`config.mk`:
```
export PLATFORM = sky130hd
export DESIGN_NAME = csi2tx_ahb_arbiter
export DESIGN_NICKNAME = d
export VERILOG_FILES = /design/src/rtl/csi2tx_ahb_pkg.sv /design/src/rtl/csi2tx_ahb_burst_cnt.sv /design/src/rtl/csi2tx_ahb_arbiter.sv
export SDC_FILE = /design/constraint.sdc
export NUM_CORES = 1
export LEC_CHECK = 0
export ABC_AREA = 1
export CELL_PAD_IN_SITES_DETAIL_PLACEMENT = 1
export CELL_PAD_IN_SITES_GLOBAL_PLACEMENT = 2
export CORE_MARGIN = 2
export CORE_UTILIZATION = 24
export DETAILED_ROUTE_END_ITERATION = 10
export HOLD_SLACK_MARGIN = 0.08
export MAX_ROUTING_LAYER = met4
export PLACE_DENSITY = 0.84
export REMOVE_ABC_BUFFERS = 1
export SLEW_MARGIN = 40
export SYNTH_ARGS = -nofsm -noshare
export SYNTH_HDL_FRONTEND = slang
export SYNTH_SLANG_ARGS = --single-unit
```
`constraint.sdc`:
```
create_clock -name hclk -period 1.3 [get_ports hclk]
set_input_delay 0.39 -clock hclk [delete_from_list [all_inputs] [get_ports hclk]]
set_output_delay 0.39 -clock hclk [all_outputs]
set_load 0.01 [all_outputs]
```
`src/rtl/csi2tx_ahb_pkg.sv`:
```
// csi2tx_ahb_pkg: shared AHB encodings, master IDs and arbiter state for the CSI-2 TX AHB subsystem
package csi2tx_ahb_pkg;
  localparam logic [1:0] HTRANS_IDLE   = 2'b00;
  localparam logic [1:0] HTRANS_BUSY   = 2'b01;
  localparam logic [1:0] HTRANS_NONSEQ = 2'b10;
  localparam logic [1:0] HTRANS_SEQ    = 2'b11;
  localparam logic [2:0] HBURST_SINGLE = 3'b000;
  localparam logic [2:0] HBURST_INCR   = 3'b001;
  localparam logic [2:0] HBURST_WRAP4  = 3'b010;
  localparam logic [2:0] HBURST_INCR4  = 3'b011;
  localparam logic [2:0] HBURST_WRAP8  = 3'b100;
  localparam logic [2:0] HBURST_INCR8  = 3'b101;
  localparam logic [2:0] HBURST_WRAP16 = 3'b110;
  localparam logic [2:0] HBURST_INCR16 = 3'b111;
  localparam logic [1:0] HRESP_OKAY    = 2'b00;
  localparam logic [1:0] HRESP_ERROR   = 2'b01;
  localparam logic [1:0] HRESP_RETRY   = 2'b10;
  localparam logic [1:0] HRESP_SPLIT   = 2'b11;
  localparam logic [3:0] MST1_ID       = 4'b0001;
  localparam logic [3:0] MST2_ID       = 4'b0010;
  typedef enum logic [1:0] {ARB, BURST, LOCKED} arb_state_e;
  // Beats remaining after the NONSEQ of a fixed-length burst; 0 for SINGLE/INCR
  function automatic logic [3:0] burst_beats(input logic [2:0] hburst);
    return (hburst == HBURST_WRAP4  || hburst == HBURST_INCR4)  ? 4'd3 :
           (hburst == HBURST_WRAP8  || hburst == HBURST_INCR8)  ? 4'd7 :
           (hburst == HBURST_WRAP16 || hburst == HBURST_INCR16) ? 4'd15 : 4'd0;
  endfunction
endpackage

```
`src/rtl/csi2tx_ahb_burst_cnt.sv`:
```
// csi2tx_ahb_burst_cnt: beat counter for fixed-length AHB bursts
//   htrans_i/hburst_i/hready_i : muxed bus transfer type, burst type, ready
//   err_i                      : non-OKAY slave response, clears the count
//   load_en_i                  : arbiter is in ARB, a new burst may start
//   start_o                    : fixed-length burst accepted this edge
//   last_beat_o                : grant may move this edge (final beat follows)
//   early_term_o               : burst abandoned with IDLE/NONSEQ
module csi2tx_ahb_burst_cnt
  import csi2tx_ahb_pkg::*;
(
  input  logic       hclk,
  input  logic       hresetn,
  input  logic [1:0] htrans_i,
  input  logic [2:0] hburst_i,
  input  logic       hready_i,
  input  logic       err_i,
  input  logic       load_en_i,
  output logic       start_o,
  output logic       last_beat_o,
  output logic       early_term_o
);
  logic [3:0] cnt_q, cnt_d;
  logic       seq_ok;
  always_comb begin
    seq_ok       = hready_i && htrans_i == HTRANS_SEQ && cnt_q != 4'd0;
    start_o      = load_en_i && hready_i && !err_i && htrans_i == HTRANS_NONSEQ && burst_beats(hburst_i) != 4'd0;
    early_term_o = cnt_q != 4'd0 && (htrans_i == HTRANS_IDLE || htrans_i == HTRANS_NONSEQ);
    // Counter reaching 1 means the final beat's address phase is next, so the grant can move now
    last_beat_o  = seq_ok && cnt_q == 4'd2;
    cnt_d        = err_i ? 4'd0 :
                   start_o ? burst_beats(hburst_i) :
                   (hready_i && early_term_o) ? 4'd0 :
                   seq_ok ? cnt_q - 4'd1 : cnt_q;
  end
  always_ff @(posedge hclk or negedge hresetn)
    if (!hresetn) cnt_q <= 4'd0;
    else cnt_q <= cnt_d;
endmodule

```
`src/rtl/csi2tx_ahb_arbiter.sv`:
```
// csi2tx_ahb_arbiter: two-master AHB arbiter with burst, lock and error-response handling
//   hbusreq1/2, hlock1/2 : per-master bus and lock requests
//   htrans/hburst/hready/hresp : muxed shared-bus transfer and response
//   hgrant1/2 : one-hot grant; hmaster/hmastlock : address-phase owner and lock
module csi2tx_ahb_arbiter
  import csi2tx_ahb_pkg::*;
#(
  parameter int ARB_MODE   = 0,
  parameter int DEF_MASTER = 1
) (
  input  logic       hclk,
  input  logic       hresetn,
  input  logic       hbusreq1,
  input  logic       hbusreq2,
  input  logic       hlock1,
  input  logic       hlock2,
  input  logic [1:0] htrans,
  input  logic [2:0] hburst,
  input  logic       hready,
  input  logic [1:0] hresp,
  output logic       hgrant1,
  output logic       hgrant2,
  output logic [3:0] hmaster,
  output logic       hmastlock
);
  localparam logic DEF2 = DEF_MASTER == 2;
  arb_state_e state_q, state_d;
  logic gnt2_d, pick2, err, arb_en, own_lock, start, last_beat, early_term;
  csi2tx_ahb_burst_cnt u_cnt (
    .hclk         (hclk),
    .hresetn      (hresetn),
    .htrans_i     (htrans),
    .hburst_i     (hburst),
    .hready_i     (hready),
    .err_i        (err),
    .load_en_i    (state_q == ARB),
    .start_o      (start),
    .last_beat_o  (last_beat),
    .early_term_o (early_term)
  );
  always_comb begin
    err      = hresp != HRESP_OKAY;
    own_lock = hgrant2 ? hlock2 : hlock1;
    // Round-robin tie goes to the master not holding the grant, i.e. not the next hmaster owner
    pick2    = hbusreq2 ? (ARB_MODE == 0 || !hbusreq1 || !hgrant2) : (!hbusreq1 && DEF2);
    arb_en   = hready && (state_q == ARB   ? !start :
                          state_q == BURST ? (last_beat || early_term) : !own_lock);
    gnt2_d   = arb_en ? pick2 : hgrant2;
    // First error cycle has hready low, so it only forces ARB; the decision waits for hready
    state_d  = arb_en ? ((pick2 ? hlock2 : hlock1) ? LOCKED : ARB) :
               err    ? ARB :
               start  ? BURST : state_q;
  end
  always_ff @(posedge hclk or negedge hresetn)
    if (!hresetn) begin
      state_q   <= ARB;
      hgrant1   <= !DEF2;
      hgrant2   <= DEF2;
      hmaster   <= DEF2 ? MST2_ID : MST1_ID;
      hmastlock <= 1'b0;
    end else begin
      state_q <= state_d;
      hgrant1 <= !gnt2_d;
      hgrant2 <= gnt2_d;
      if (hready) begin
        hmaster   <= hgrant2 ? MST2_ID : MST1_ID;
        hmastlock <= own_lock;
      end
    end
endmodule

```
Figure 1. Met1 routing.
(10 px per micron) Supply wires on this layer in gray.
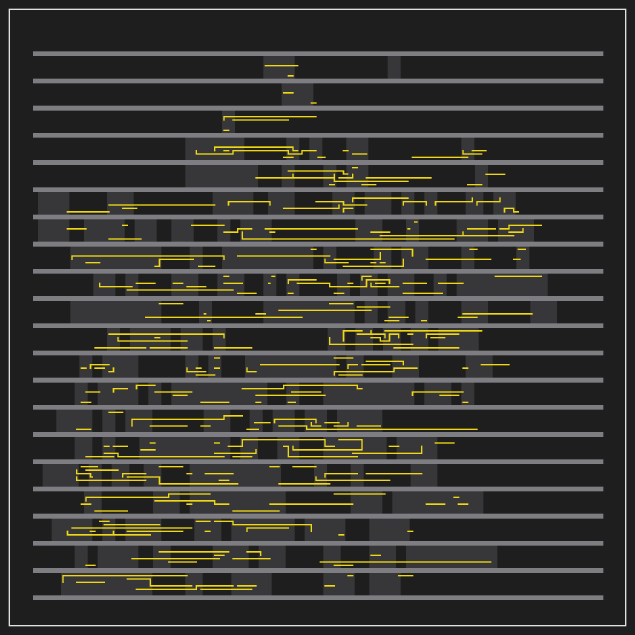
133 nets have wire on it. The wires run mostly horizontal. The longest straight run is 21.2 microns. The layer carries 905 microns of wire.
DRT Wirelength: 2050 microns
met1 Usage GRT: 0.154
via count: 749

Figure 2. Drive-strength map.
(6 px per micron)
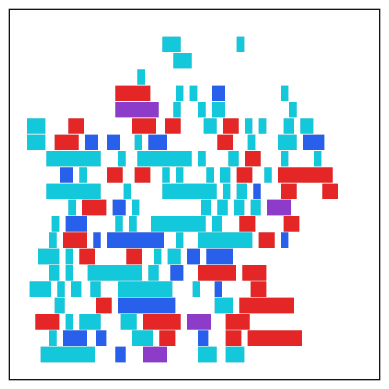
Key: blue = drive 2 [cells 21, share 16%, most used nand2_2]; purple = drive 6 and up [cells 4, share 3.0%, most used buf_6]; cyan = drive 1 or less [cells 77, share 57%, most used nand2_1]; red = drive 3 to 4 [cells 32, share 24%, most used buf_4]
Non-CTS buffers: 33
final instance area: 1210 sq um
PnR worst setup slack: -0.00434 ns
Area growth syn-to-layout: 52.8%

==> results.sh <==
# source this file to load flow results
export IMPL_status="finished, violations left"
export IMPL_violations="setup timing"
export IMPL_design_seq_count=11
export IMPL_seq_area_frac=0.229
export IMPL_switching_share=0.347
export IMPL_crit_slowest_cell="clkdlybuf4s50_1"
export IMPL_grt_overflow=0
export IMPL_post_place_ws_ns=-0.446
export IMPL_rsz0062_at_grt="true"
export IMPL_topCombFamilyByArea="simple AND/OR/NAND/NOR gates"
export IMPL_layout_nonclk_buf_frac=0.223
export IMPL_drtIter0Drc=2
export IMPL_ys_sh_simple=0.368
export IMPL_peakVddDrop_mv=0.597
export IMPL_path_cells="clkdlybuf4s50_1, nand2_1, o21ai_1, nand2_1, nand2_1, nor2_4, nand2_4, nand2_4, nand2_2"
export IMPL_tritoncts="done"
export IMPL_fmax_mhz=767
export IMPL_setup_viol=2
export IMPL_cts_resized=28
export IMPL_synthFlopType="dfrtp_1"
export IMPL_cts_buffers=3
export IMPL_routed_via_density=4.21
export IMPL_final_common_cell="nand2_1"
export IMPL_area_leaders="dfrtp_1 28%, nand2_1 9.9%, nand3_1 6.9%"
export IMPL_critPathTopFamily="simple AND/OR/NAND/NOR gates"
export IMPL_worst_slack_ns=-0.00434
export IMPL_synth_cell_area_sq_um=793
export IMPL_p_clk_uw=233
export IMPL_ys_ff=11
export IMPL_p_clk_frac=0.210
export IMPL_postPlaceCellArea_sq_um=1080
export IMPL_rows=20
export IMPL_synth_area_leader_cell="dfrtp_1"
export IMPL_mostFrequentLayoutCells="17 x nand2_1, 16 x buf_4, 11 x inv_1"
export IMPL_largest_reg_flops=4
export IMPL_edf_count=0
export IMPL_grt_pass1_wl_microns=3490
export IMPL_maxCapViolations=0
export IMPL_first_pass_iters=4
export IMPL_yosysChipArea_sq_um=793
export IMPL_p_leak_nw=0.584
export IMPL_report_final_slew_viol_count=0
export IMPL_tapCellCount=44
export IMPL_final_setup_tns_ns=-0.00721
export IMPL_required_ns=1.46
export IMPL_chipWidth_microns=61.5
export IMPL_cts_root_buf="clkbuf_4"
export IMPL_drive_gt1_frac=0.425
export IMPL_ios=21
export IMPL_worst_setup_path_type="input port to flop"
export IMPL_p_int_uw=724
export IMPL_final_clk_cell_share=0.0217
export IMPL_wl_per_cell_microns=11.5
export IMPL_ys_seq_share=0.350
export IMPL_holdWs_ns=0.408
export IMPL_ys_cells=99
export IMPL_worstPathMaxFanout=3
export IMPL_end_kind="flop"
export IMPL_num_clock_buffers=4
export IMPL_die_h_microns=61.5
export IMPL_sh_comb_area=0.434
export IMPL_r2r_start="u_cnt.cnt_q[0]$_DFFE_PN0P_"
export IMPL_clock_latency_ns=0.27
export IMPL_drc=0
export IMPL_largest_cell_class="combinational gates"
export IMPL_use_met3=0.0147
export IMPL_grt_usage=0.127
export IMPL_placed_cells=170
export IMPL_final_nets=152
export IMPL_top_power_group="combinational logic"
export IMPL_ys_top_cells_by_count="21 x nand2_1, 14 x inv_1, 11 x nand3_1, 9 x dfrtp_1, 7 x nor2_1"
export IMPL_top_register="u_cnt.cnt_q"
export IMPL_cp_common_cell="nand2_1"
export IMPL_register_area_sq_um=278
export IMPL_setup_worst_path_start="hlock2"
export IMPL_busiest_layer="met2"
export IMPL_ctsHoldBuffers=0
export IMPL_warning_count=31
export IMPL_clk_pin_slew_ns=0.07
export IMPL_seqPwrFrac=0.374
export IMPL_dr_wl_met3_microns=15
export IMPL_top_regs="u_cnt.cnt_q (4), hmaster (2), state_q (2)"
export IMPL_total_power_mw=1.11
export IMPL_clk_path_buf_depth=2
Figure 3. Placement density heat map.
(6 px per micron) The die is cut into 6 by 6 equal tiles; dark blue is low, red is high, 0 to 100% covered.
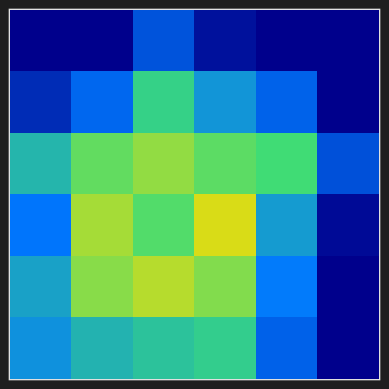
The fullest tile reaches 70%. The mean over all tiles is 31%. The densest ninth of the die: center.
Final Core Density: 0.391
fp_density: 0.256
Core Region: 3100 sq um

